===== config.mk =====
export PLATFORM = sky130hd
export DESIGN_NAME = hsv_class_threshold
export DESIGN_NICKNAME = d
export VERILOG_FILES = /design/src/rtl/hsv_pkg.sv /design/src/rtl/hsv_range_cmp.sv /design/src/rtl/hsv_class_threshold.sv
export SDC_FILE = /design/constraint.sdc
export NUM_CORES = 1
export LEC_CHECK = 0
export CORE_AREA = 2 2 271 193
export CTS_CLUSTER_DIAMETER = 200
export DETAILED_ROUTE_END_ITERATION = 6
export DIE_AREA = 0 0 273 195
export GPL_ROUTABILITY_DRIVEN = 0
export PLACE_DENSITY = 0.69
export SYNTH_ARGS = -nofsm -noshare
export SYNTH_HDL_FRONTEND = slang
export SYNTH_HIERARCHICAL = 1
export SYNTH_SLANG_ARGS = --single-unit

===== constraint.sdc =====
create_clock -name clk -period 2.88 [get_ports clk]
set_input_delay 0.576 -clock clk [delete_from_list [all_inputs] [get_ports clk]]
set_output_delay 0.576 -clock clk [all_outputs]
set_load 0.02 [all_outputs]

===== src/rtl/hsv_pkg.sv =====
// hsv_pkg: shared HSV field selects, bound reset fills and channel slice helpers.
package hsv_pkg;
  localparam int NUM_FIELDS = 6;
  localparam int FLD_H_LO = 0;
  localparam int FLD_H_HI = 1;
  localparam int FLD_S_LO = 2;
  localparam int FLD_S_HI = 3;
  localparam int FLD_V_LO = 4;
  localparam int FLD_V_HI = 5;
  localparam logic BOUND_LO_FILL = 1'b1;
  localparam logic BOUND_HI_FILL = 1'b0;
  function automatic logic bound_fill(int f);
    return (f % 2 == 0) ? BOUND_LO_FILL : BOUND_HI_FILL;
  endfunction
  function automatic int h_lsb(int w);
    return 2 * w;
  endfunction
  function automatic int s_lsb(int w);
    return w;
  endfunction
  function automatic int v_lsb(int w);
    return 0 * w;
  endfunction
endpackage


===== src/rtl/hsv_range_cmp.sv =====
// hsv_range_cmp: inclusive unsigned window test; lo > hi is empty unless wrap_en, then it wraps through 0.
module hsv_range_cmp #(
  parameter int W = 8
) (
  input  logic [W-1:0] x,
  input  logic [W-1:0] lo,
  input  logic [W-1:0] hi,
  input  logic         wrap_en,
  output logic         match
);
  always_comb match = (lo <= hi) ? (x >= lo && x <= hi) : (wrap_en && (x >= lo || x <= hi));
endmodule


===== src/rtl/hsv_class_threshold.sv =====
// hsv_class_threshold: multi-class HSV window classifier, 2-stage pipeline, frame-synchronous bounds.
// Optional per-frame hit counters are built when HSV_CLASS_COUNT_EN is defined.
module hsv_class_threshold
  import hsv_pkg::*;
#(
  parameter int NUM_CLASSES = 4,
  parameter int CHAN_W = 8,
  parameter int CNT_W = 20,
  localparam int CLS_W = (NUM_CLASSES > 1) ? $clog2(NUM_CLASSES) : 1
) (
  input  logic                         clk,
  input  logic                         reset,
  input  logic                         cfg_we,
  input  logic [CLS_W-1:0]             cfg_class,
  input  logic [2:0]                   cfg_field,
  input  logic [CHAN_W-1:0]            cfg_data,
  input  logic                         frame_start,
  input  logic                         in_valid,
  input  logic [3*CHAN_W-1:0]          in_rgb,
  input  logic [3*CHAN_W-1:0]          in_hsv,
  output logic                         out_valid,
  output logic [3*CHAN_W-1:0]          out_rgb,
  output logic [NUM_CLASSES-1:0]       out_match,
  output logic                         out_hit,
  output logic [CLS_W-1:0]             out_class,
  output logic                         cnt_valid,
  output logic [NUM_CLASSES*CNT_W-1:0] cnt_out
);
  localparam int H_LSB = h_lsb(CHAN_W);
  localparam int S_LSB = s_lsb(CHAN_W);
  localparam int V_LSB = v_lsb(CHAN_W);
  logic [CHAN_W-1:0] shadow_q [NUM_CLASSES][NUM_FIELDS];
  logic [CHAN_W-1:0] active_q [NUM_CLASSES][NUM_FIELDS];
  logic cfg_ok;
  logic [NUM_CLASSES-1:0] match_d, s1_match_q, out_match_q;
  logic s1_valid_q, out_valid_q, out_hit_q;
  logic [3*CHAN_W-1:0] s1_rgb_q, out_rgb_q;
  logic [CLS_W-1:0] cls_d, out_class_q;
  assign cfg_ok = cfg_we && ({1'b0, cfg_class} < (CLS_W+1)'(NUM_CLASSES)) && (cfg_field < 3'(NUM_FIELDS));
  always_ff @(posedge clk) begin
    if (reset) begin
      for (int c = 0; c < NUM_CLASSES; c++)
        for (int f = 0; f < NUM_FIELDS; f++) begin
          shadow_q[c][f] <= {CHAN_W{bound_fill(f)}};
          active_q[c][f] <= {CHAN_W{bound_fill(f)}};
        end
    end else begin
      if (frame_start) active_q <= shadow_q;
      if (cfg_ok) shadow_q[cfg_class][cfg_field] <= cfg_data;
    end
  end
  // A pixel coincident with frame_start already sees the bounds being promoted this cycle.
  for (genvar c = 0; c < NUM_CLASSES; c++) begin : g_cls
    logic [CHAN_W-1:0] bnd [NUM_FIELDS];
    logic [2:0] hit;
    always_comb
      for (int f = 0; f < NUM_FIELDS; f++) bnd[f] = frame_start ? shadow_q[c][f] : active_q[c][f];
    hsv_range_cmp #(.W(CHAN_W)) u_h (
      .x(in_hsv[H_LSB +: CHAN_W]), .lo(bnd[FLD_H_LO]), .hi(bnd[FLD_H_HI]), .wrap_en(1'b1), .match(hit[0])
    );
    hsv_range_cmp #(.W(CHAN_W)) u_s (
      .x(in_hsv[S_LSB +: CHAN_W]), .lo(bnd[FLD_S_LO]), .hi(bnd[FLD_S_HI]), .wrap_en(1'b0), .match(hit[1])
    );
    hsv_range_cmp #(.W(CHAN_W)) u_v (
      .x(in_hsv[V_LSB +: CHAN_W]), .lo(bnd[FLD_V_LO]), .hi(bnd[FLD_V_HI]), .wrap_en(1'b0), .match(hit[2])
    );
    assign match_d[c] = &hit;
  end
  always_comb begin
    cls_d = '0;
    for (int k = NUM_CLASSES - 1; k >= 0; k--) cls_d = s1_match_q[k] ? CLS_W'(k) : cls_d;
  end
  always_ff @(posedge clk) begin
    if (reset) begin
      s1_valid_q  <= 1'b0;
      s1_rgb_q    <= '0;
      s1_match_q  <= '0;
      out_valid_q <= 1'b0;
      out_rgb_q   <= '0;
      out_match_q <= '0;
      out_hit_q   <= 1'b0;
      out_class_q <= '0;
    end else begin
      s1_valid_q  <= in_valid;
      s1_rgb_q    <= in_rgb;
      s1_match_q  <= match_d;
      out_valid_q <= s1_valid_q;
      out_rgb_q   <= s1_rgb_q;
      out_match_q <= s1_valid_q ? s1_match_q : '0;
      out_hit_q   <= s1_valid_q && |s1_match_q;
      out_class_q <= s1_valid_q ? cls_d : '0;
    end
  end
  assign out_valid = out_valid_q;
  assign out_rgb   = out_rgb_q;
  assign out_match = out_match_q;
  assign out_hit   = out_hit_q;
  assign out_class = out_class_q;
`ifdef HSV_CLASS_COUNT_EN
  logic [1:0] fs_q;
  logic cnt_valid_q;
  logic [NUM_CLASSES*CNT_W-1:0] cnt_q;
  logic [CNT_W-1:0] acc_q [NUM_CLASSES];
  logic [CNT_W-1:0] acc_inc [NUM_CLASSES];
  logic [CNT_W-1:0] acc_d [NUM_CLASSES];
  always_comb begin
    for (int k = 0; k < NUM_CLASSES; k++) begin
      acc_inc[k] = (out_valid_q && out_match_q[k] && acc_q[k] != '1) ? acc_q[k] + CNT_W'(1) : acc_q[k];
      acc_d[k]   = fs_q[1] ? CNT_W'(out_valid_q && out_match_q[k]) : acc_inc[k];
    end
  end
  always_ff @(posedge clk) begin
    if (reset) begin
      fs_q        <= '0;
      cnt_valid_q <= 1'b0;
      cnt_q       <= '0;
      for (int k = 0; k < NUM_CLASSES; k++) acc_q[k] <= '0;
    end else begin
      fs_q        <= {fs_q[0], frame_start};
      cnt_valid_q <= fs_q[1];
      for (int k = 0; k < NUM_CLASSES; k++) begin
        acc_q[k] <= acc_d[k];
        if (fs_q[1]) cnt_q[k*CNT_W +: CNT_W] <= acc_inc[k];
      end
    end
  end
  assign cnt_valid = cnt_valid_q;
  assign cnt_out   = cnt_q;
`else
  assign cnt_valid = 1'b0;
  assign cnt_out   = '0;
`endif
endmodule


**Run 1: M1 wires**

The bar under the picture is 100 µm long.
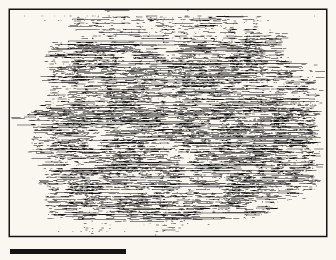
The longest straight run is 92.0 µm. The layer holds 48% of the routed length. 2889 nets have wire on it. The wires run mostly horizontal. The layer carries 29.4 mm of wire.

**Run 1: signal wires on met2**

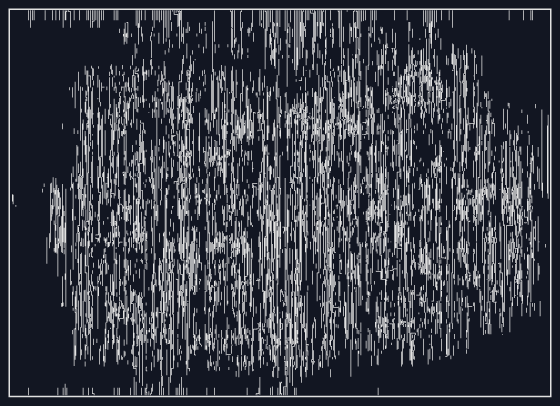
The layer carries 27.8 mm of wire. The longest straight run is 85.6 µm. The layer holds 45% of the routed length. The wires run mostly vertical.

==> results.json, run 1 <==
{
  "ys_sh_xor": 0,
  "sequentialPower_mw": 6.23,
  "clock_sinks": 445,
  "dp_slack_ns": -0.4572,
  "worstSetupEndpoint": "s1_match_q[2]",
  "r2r_slack_ns": 0.30,
  "leakage_nw": 13.45,
  "grt_use_total": 0.2293,
  "ant_nets": 0,
  "slowest_stage": "mux2_2",
  "io-pin-count": 179,
  "worst_slack_ns": 0.1078,
  "sequentialPowerShare": 0.459,
  "hold_end": "out_rgb[3]",
  "ys_sh_mux": 0.1698,
  "worst_setup_path_start_kind": "primary input",
  "p_sw_mw": 3.267,
  "area_leaders": "dfxtp_1, ha_1, mux2_2",
  "clk_latency_ns": 0.56,
  "route.met3.wl_mm": 2.837,
  "ys_chip_area_um2": 24050,
  "routedWlPerCell_um": 18.07,
  "synth.logic.top_family": "multiplexers",
  "power_density_nw_per_um2": 474.9,
  "cts_tree": "done",
  "post_synth_num_cell_types": 40,
  "drt_pass1_iterations": 6,
  "cp_num_buf_inv": 3,
  "cp.arrival_ns": 3.27,
  "path_class": "in2reg",
  "coreArea_um2": 50420,
  "dr_wl_met2_mm": 27.78,
  "cts.repair.resized": 0,
  "cp_data_required_time_ns": 3.38,
  "die_x_um": 273,
  "adder_share": 0.1498,
  "n_fill_cell": 4380,
  "hold_depth": 1,
  "postCtsSetupBuffers": 0,
  "warnings": 32,
  "drt-vias-per-instance": 5.208,
  "die_h_um": 195,
  "antenna_found_initial": 1,
  "layout.cells.most_common_list": "dfxtp_1, ha_1, buf_4",
  "synth_stat.cells": 2418,
  "ys.flops": 445,
  "nonClkBufAreaFrac": 0.1002,
  "cts_buffers": 45,
  "hold_path.class": "reg2reg",
  "edf_count": 0,
  "status": "finished, final reports clean",
  "placedCellCount": 3338,
  "crit_top_cell": "buf_4",
  "rows": 69,
  "slowest_delay_ns": 0.37,
  "ys.flop_type": "dfxtp_1",
  "syn_area_per_cell_um2": 9.945,
  "top_usage_layer": "met2",
  "cts_hold_buf": 0,
  "min_from": "s1_rgb_q[3]",
  "syn_inst": 2418,
  "diodes": 1,
  "clockNetworkAreaShare": 0.05350,
  "fin_crit_sh": 0.9626,
  "first_iter_violations": 1059,
  "whs_ns": 0.4312,
  "drv_slew": 0,
  "fin_cells": 3421,
  "io_buffers": 97,
  "logic_gate_count": 1696,
  "nWellTaps": 674,
  "seq-cell-share": 0.3112,
  "setup_tns_ns": 0,
  "ff_count": 445,
  "path_clk_slew_ns": 0.06,
  "cts_buffer_depth": 3,
  "p_clk_frac": 0.445,
  "htreeDepth": 2,
  "setup_viol": 0,
  "reg2regPathDepth": 10,
  "sh_comb_area": 0.4801,
  "grt_util_met1": 0.3144,
  "area_growth_pct": 19.04,
  "worst_path_dominant_cell_family": "simple AND/OR/NAND/NOR gates",
  "top_power_group": "sequential cells",
  "internal_power_mw": 10.33,
  "syn_area_um2": 24050,
  "tightest_slew_ns": 0.7830,
  "clockRootBuffer": "clkbuf_16",
  "hold_viol_final": 0
}
**Run 1: met3 routing**

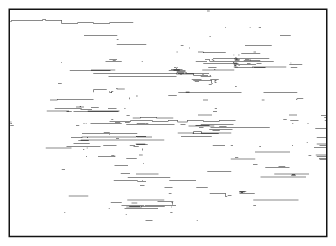
The layer carries 2840 µm of wire. The wires run mostly horizontal. The longest straight run is 72.2 µm. The layer holds 4.6% of the routed length. 134 nets have wire on it.
Vias: 17820
grt met3 use: 0.03640
Post-Route WL: 61.82 mm

## Run 2: what changed since run 1
--- a/config.mk
+++ b/config.mk
@@ -5,12 +5,14 @@
 export SDC_FILE = /design/constraint.sdc
 export NUM_CORES = 1
 export LEC_CHECK = 0
-export CORE_AREA = 2 2 271 193
+export CORE_AREA = 2 2 256 182
 export CTS_CLUSTER_DIAMETER = 200
 export DETAILED_ROUTE_END_ITERATION = 6
-export DIE_AREA = 0 0 273 195
+export DIE_AREA = 0 0 258 184
 export GPL_ROUTABILITY_DRIVEN = 0
-export PLACE_DENSITY = 0.69
+export HOLD_SLACK_MARGIN = 0.1
+export PLACE_DENSITY = 0.76
+export REMOVE_ABC_BUFFERS = 1
 export SYNTH_ARGS = -nofsm -noshare
 export SYNTH_HDL_FRONTEND = slang
 export SYNTH_HIERARCHICAL = 1
**Run 2: signal wires on met2**

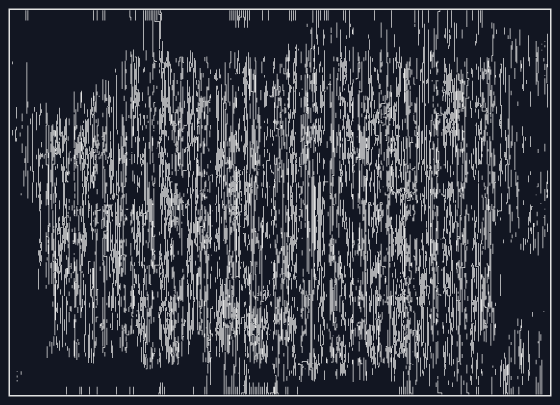
The layer holds 44% of the routed length. The wires run mostly vertical.
Vias: 17850
Post-Route WL: 60.60 mm
met2 Use GR: 0.4069

**Run 2: met3 routing**

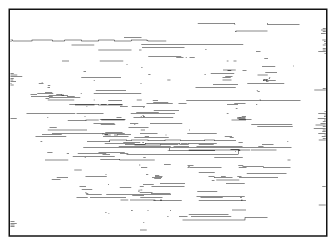
The wires run mostly horizontal. The longest straight run is 98.7 µm. 174 nets have wire on it.
grt met3 use: 0.04811

==> run 2 against run 1 <==
Compared with the run above:
- sequential share of layout area is 0.22 points higher
- critical path type unchanged
- sequential power hardly changed
- synthesized cell count unchanged
- count of clock-buffer cells in the layout is 4 lower
- largest cell class unchanged
- combinational power is essentially flat
- critical endpoint is now s1_match_q[1]
- highest routed layer unchanged
==> results.json, run 2 <==
{
  "worstPathCellList": "buf_6 > buf_12 > mux2_2 > inv_1 > ha_1 > o21a_1 > a21oi_1 > o31a_1 > or3_1 > o32ai_2 > buf_4 > and4b_1",
  "grt_use_total": 0.2538,
  "ant_nets": 0,
  "drt_pass1_iterations": 7,
  "syn_area_per_cell_um2": 9.945,
  "die_h_um": 184,
  "fin_skew_ns": 0.02561,
  "fp-utilization": 0.5366,
  "powerComb_mw": 1.31,
  "power_mw": 13.54,
  "ys_seq_frac": 0.3704,
  "ys.flops": 445,
  "chip_area_um2": 47470,
  "slowest_delay_ns": 0.39,
  "async_flop_share": 0,
  "path_class": "in2reg",
  "io_buffers": 97,
  "placed_cell_area_um2": 26920,
  "top_power_group": "sequential cells",
  "worst_slack_ns": 0.2068,
  "sequentialPower_mw": 6.23,
  "dp_slack_ns": -0.3194,
  "largest_area_cell": "dfxtp_1",
  "fin_cells": 3324,
  "clockRootBuffer": "clkbuf_16",
  "post_synth_num_cell_types": 40,
  "ff_count": 445,
  "min_from": "reset",
  "reg_top3": "active_q: 192 flops, shadow_q: 192 flops",
  "drive_gt1_frac": 0.2293,
  "ys_sh_xor": 0,
  "top_cells_by_count": "dfxtp_1, ha_1, inv_1, mux2_2, mux2i_1",
  "buffers": 305,
  "reg2regPathDepth": 10,
  "pg_clk_mw": 5.99,
  "drt-vias-per-instance": 5.369,
  "top_usage_layer": "met2",
  "whs_ns": 0.4192,
  "worst_setup_path_start_kind": "primary input",
  "worst_setup_path_end_kind": "flip-flop",
  "placedCellCount": 3243,
  "ys_chip_area_um2": 24050,
  "setup_viol": 0,
  "adder_share": 0.1498,
  "p_sw_mw": 3.334,
  "top_area_cell_class": "multi-input combinational cells",
  "ys.flop_type": "dfxtp_1",
  "antenna_found_initial": 4,
  "p_sw_frac": 0.2462,
  "slowest_stage": "mux2_2",
  "internal_power_mw": 10.21,
  "sequentialPowerShare": 0.460,
  "cp_data_required_time_ns": 3.40,
  "cts.repair.resized": 0,
  "cts_buffers": 44,
  "rows": 65,
  "hold_viol_final": 0,
  "status": "finished, final reports clean",
  "cts_hold_buf": 0,
  "cp_num_buf_inv": 4,
  "r2r_start": "shadow_q[139]",
  "worst_path_dominant_cell_family": "AND-OR/OR-AND gates",
  "p_clk_frac": 0.443,
  "power_density_nw_per_um2": 476.4,
  "drv_slew": 0,
  "tightest_slew_ns": 0.6224,
  "flop_area_um2": 8909,
  "area_leaders": "dfxtp_1, ha_1, mux2_2",
  "gr-total-overflow": 0,
  "postCtsSetupBuffers": 0,
  "dr_wl_met2_mm": 26.49,
  "clk_latency_ns": 0.58,
  "syn_area_um2": 24050,
  "layout.cells.most_common_list": "dfxtp_1, ha_1, inv_1",
  "first_iter_violations": 1041,
  "die_x_um": 258,
  "grt_max_degree": 107,
  "hold_depth": 2,
  "syn_inst": 2418,
  "edf_count": 0,
  "vdd_drop_max_mv": 0.4183,
  "worstSetupEndpoint": "s1_match_q[1]",
  "logic_gate_count": 1696,
  "period_needed_ns": 2.673,
  "hold_end": "active_q[129]",
  "routedWlPerCell_um": 18.23,
  "coreArea_um2": 44810,
  "cp-startpoint": "frame_start",
  "hold_path.class": "in2reg",
  "route.met3.wl_mm": 3.829,
  "worstPathMaxFanout": 29,
  "htreeDepth": 2,
  "warnings": 27,
  "diodes": 0,
  "io-pin-count": 179,
  "synth.logic.top_family": "multiplexers",
  "r2r_slack_ns": 0.42,
  "ys_sh_mux": 0.1698,
  "nonClkBufAreaFrac": 0.09812,
  "cts_tree": "done",
  "logic_area_um2": 13740,
  "clockNetworkAreaShare": 0.05296,
  "synthSimpleGateAreaFrac": 0.1652,
  "reg2reg_to": "s1_match_q[1]",
  "setup_tns_ns": 0,
  "sh_comb_area": 0.4833,
  "ys_sh_aoi": 0.07159,
  "cp.arrival_ns": 3.19,
  "clock_sinks": 445,
  "synth_stat.cells": 2418,
  "n_fill_cell": 3561,
  "nWellTaps": 603,
  "fin_crit_sh": 0.9282,
  "path_clk_slew_ns": 0.06,
  "seq-cell-share": 0.3134,
  "cts_buffer_depth": 3,
  "finish.utilization": 0.6343,
  "n_all_inverters": 194,
  "leakage_nw": 13.37,
  "grt_util_met1": 0.3406,
  "wl_met1_mm": 28.21,
  "area_growth_pct": 18.19
}
## Run 3: what changed since run 2
--- a/config.mk
+++ b/config.mk
@@ -10,7 +10,6 @@
 export DETAILED_ROUTE_END_ITERATION = 6
 export DIE_AREA = 0 0 258 184
 export GPL_ROUTABILITY_DRIVEN = 0
-export HOLD_SLACK_MARGIN = 0.1
 export PLACE_DENSITY = 0.76
 export REMOVE_ABC_BUFFERS = 1
 export SYNTH_ARGS = -nofsm -noshare
**Run 3: signal wires on met4**

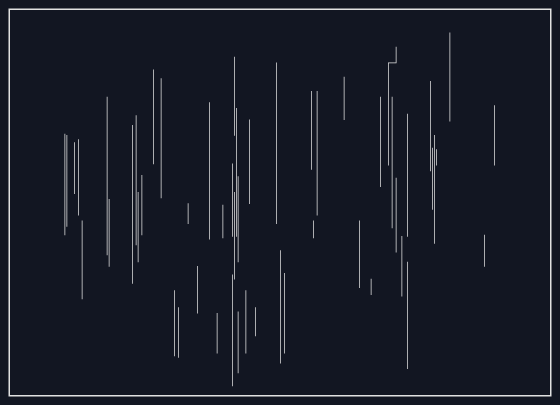
The longest straight run is 76.8 µm. The layer holds 3.4% of the routed length. The layer carries 2060 µm of wire.

**Run 3: M1 wires**

The bar under the picture is 100 µm long.
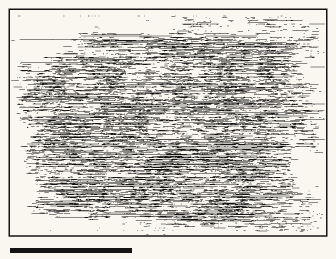
2861 nets have wire on it. The longest straight run is 75.9 µm. The layer carries 28.2 mm of wire. The wires run mostly horizontal. The layer holds 47% of the routed length.
grt met1 use: 0.3406

==> run 3 against run 2 <==
Compared with the run above:
- synthesized cell count stayed put
- power did not move
- sequential share of layout area unchanged
- cell area stayed put
- largest power group unchanged
- largest cell class unchanged
- fmax did not move
- combinational power barely moved
- flip-flop count did not move
- via count is the same
- non-clock buffer count unchanged
==> results.json, run 3 <==
{
  "fin_crit_sh": 0.9282,
  "grt_use_total": 0.2538,
  "hold_viol_final": 0,
  "dr_wl_met2_mm": 26.49,
  "rows": 65,
  "area_growth_pct": 18.19,
  "path_class": "in2reg",
  "reg2regPathDepth": 10,
  "n_fill_cell": 3561,
  "leakage_nw": 13.37,
  "top_power_group": "sequential cells",
  "slowest_delay_ns": 0.39,
  "worstPathCellList": "buf_6 > buf_12 > mux2_2 > inv_1 > ha_1 > o21a_1 > a21oi_1 > o31a_1 > or3_1 > o32ai_2 > buf_4 > and4b_1",
  "cts.repair.resized": 0,
  "top_usage_layer": "met2",
  "htreeDepth": 2,
  "slowest_stage": "mux2_2",
  "min_from": "reset",
  "cp.arrival_ns": 3.19,
  "worst_path_dominant_cell_family": "AND-OR/OR-AND gates",
  "placed_cell_area_um2": 26920,
  "status": "finished, final reports clean",
  "worst_slack_ns": 0.2068,
  "ys_sh_mux": 0.1698,
  "seq-cell-share": 0.3134,
  "worstSetupEndpoint": "s1_match_q[1]",
  "coreArea_um2": 44810,
  "sequentialPower_mw": 6.23,
  "ant_nets": 0,
  "clk_latency_ns": 0.58,
  "ys.flops": 445,
  "setup_tns_ns": 0,
  "pg_clk_mw": 5.99,
  "internal_power_mw": 10.21,
  "ys.flop_type": "dfxtp_1",
  "nWellTaps": 603,
  "sequentialPowerShare": 0.460,
  "power_mw": 13.54,
  "p_sw_mw": 3.334,
  "diodes": 0,
  "chip_area_um2": 47470,
  "fin_cells": 3324,
  "sh_comb_area": 0.4833,
  "setup_viol": 0,
  "powerComb_mw": 1.31,
  "cts_buffer_depth": 3,
  "hold_end": "active_q[129]",
  "logic_gate_count": 1696,
  "hold_path.class": "in2reg",
  "antenna_found_initial": 4,
  "cp-startpoint": "frame_start",
  "area_leaders": "dfxtp_1, ha_1, mux2_2",
  "hold_depth": 2,
  "cts_hold_buf": 0,
  "clockRootBuffer": "clkbuf_16",
  "nonClkBufAreaFrac": 0.09812,
  "period_needed_ns": 2.673,
  "drv_slew": 0,
  "async_flop_share": 0,
  "ys_sh_aoi": 0.07159,
  "syn_inst": 2418,
  "tightest_slew_ns": 0.6224,
  "flop_area_um2": 8909,
  "buffers": 305,
  "synthSimpleGateAreaFrac": 0.1652,
  "ff_count": 445,
  "ys_seq_frac": 0.3704,
  "use_met2": 0.4069,
  "dr_total_vias": 17850,
  "die_h_um": 184,
  "routedWlPerCell_um": 18.23,
  "vdd_drop_max_mv": 0.4183,
  "cts_buffers": 44,
  "ys_sh_xor": 0,
  "cp_num_buf_inv": 4,
  "cp_data_required_time_ns": 3.40,
  "synth_stat.cells": 2418,
  "dp_slack_ns": -0.3194,
  "cts_tree": "done",
  "fp-utilization": 0.5366,
  "r2r_slack_ns": 0.42,
  "drive_gt1_frac": 0.2293,
  "post_synth_num_cell_types": 40,
  "p_clk_frac": 0.443,
  "ys_chip_area_um2": 24050,
  "drt_pass1_iterations": 7,
  "edf_count": 0,
  "reg_top3": "active_q: 192 flops, shadow_q: 192 flops",
  "reg2reg_to": "s1_match_q[1]",
  "adder_share": 0.1498,
  "io-pin-count": 179,
  "worst_setup_path_end_kind": "flip-flop",
  "syn_area_um2": 24050,
  "wl_met1_mm": 28.21,
  "synth.logic.top_family": "multiplexers",
  "worst_setup_path_start_kind": "primary input",
  "top_area_cell_class": "multi-input combinational cells",
  "power_density_nw_per_um2": 476.4,
  "layout.cells.most_common_list": "dfxtp_1, ha_1, inv_1",
  "wirelength_mm": 60.60,
  "clock_sinks": 445,
  "r2r_start": "shadow_q[139]",
  "path_clk_slew_ns": 0.06
}
Power is estimated from default activity; no workload was simulated.
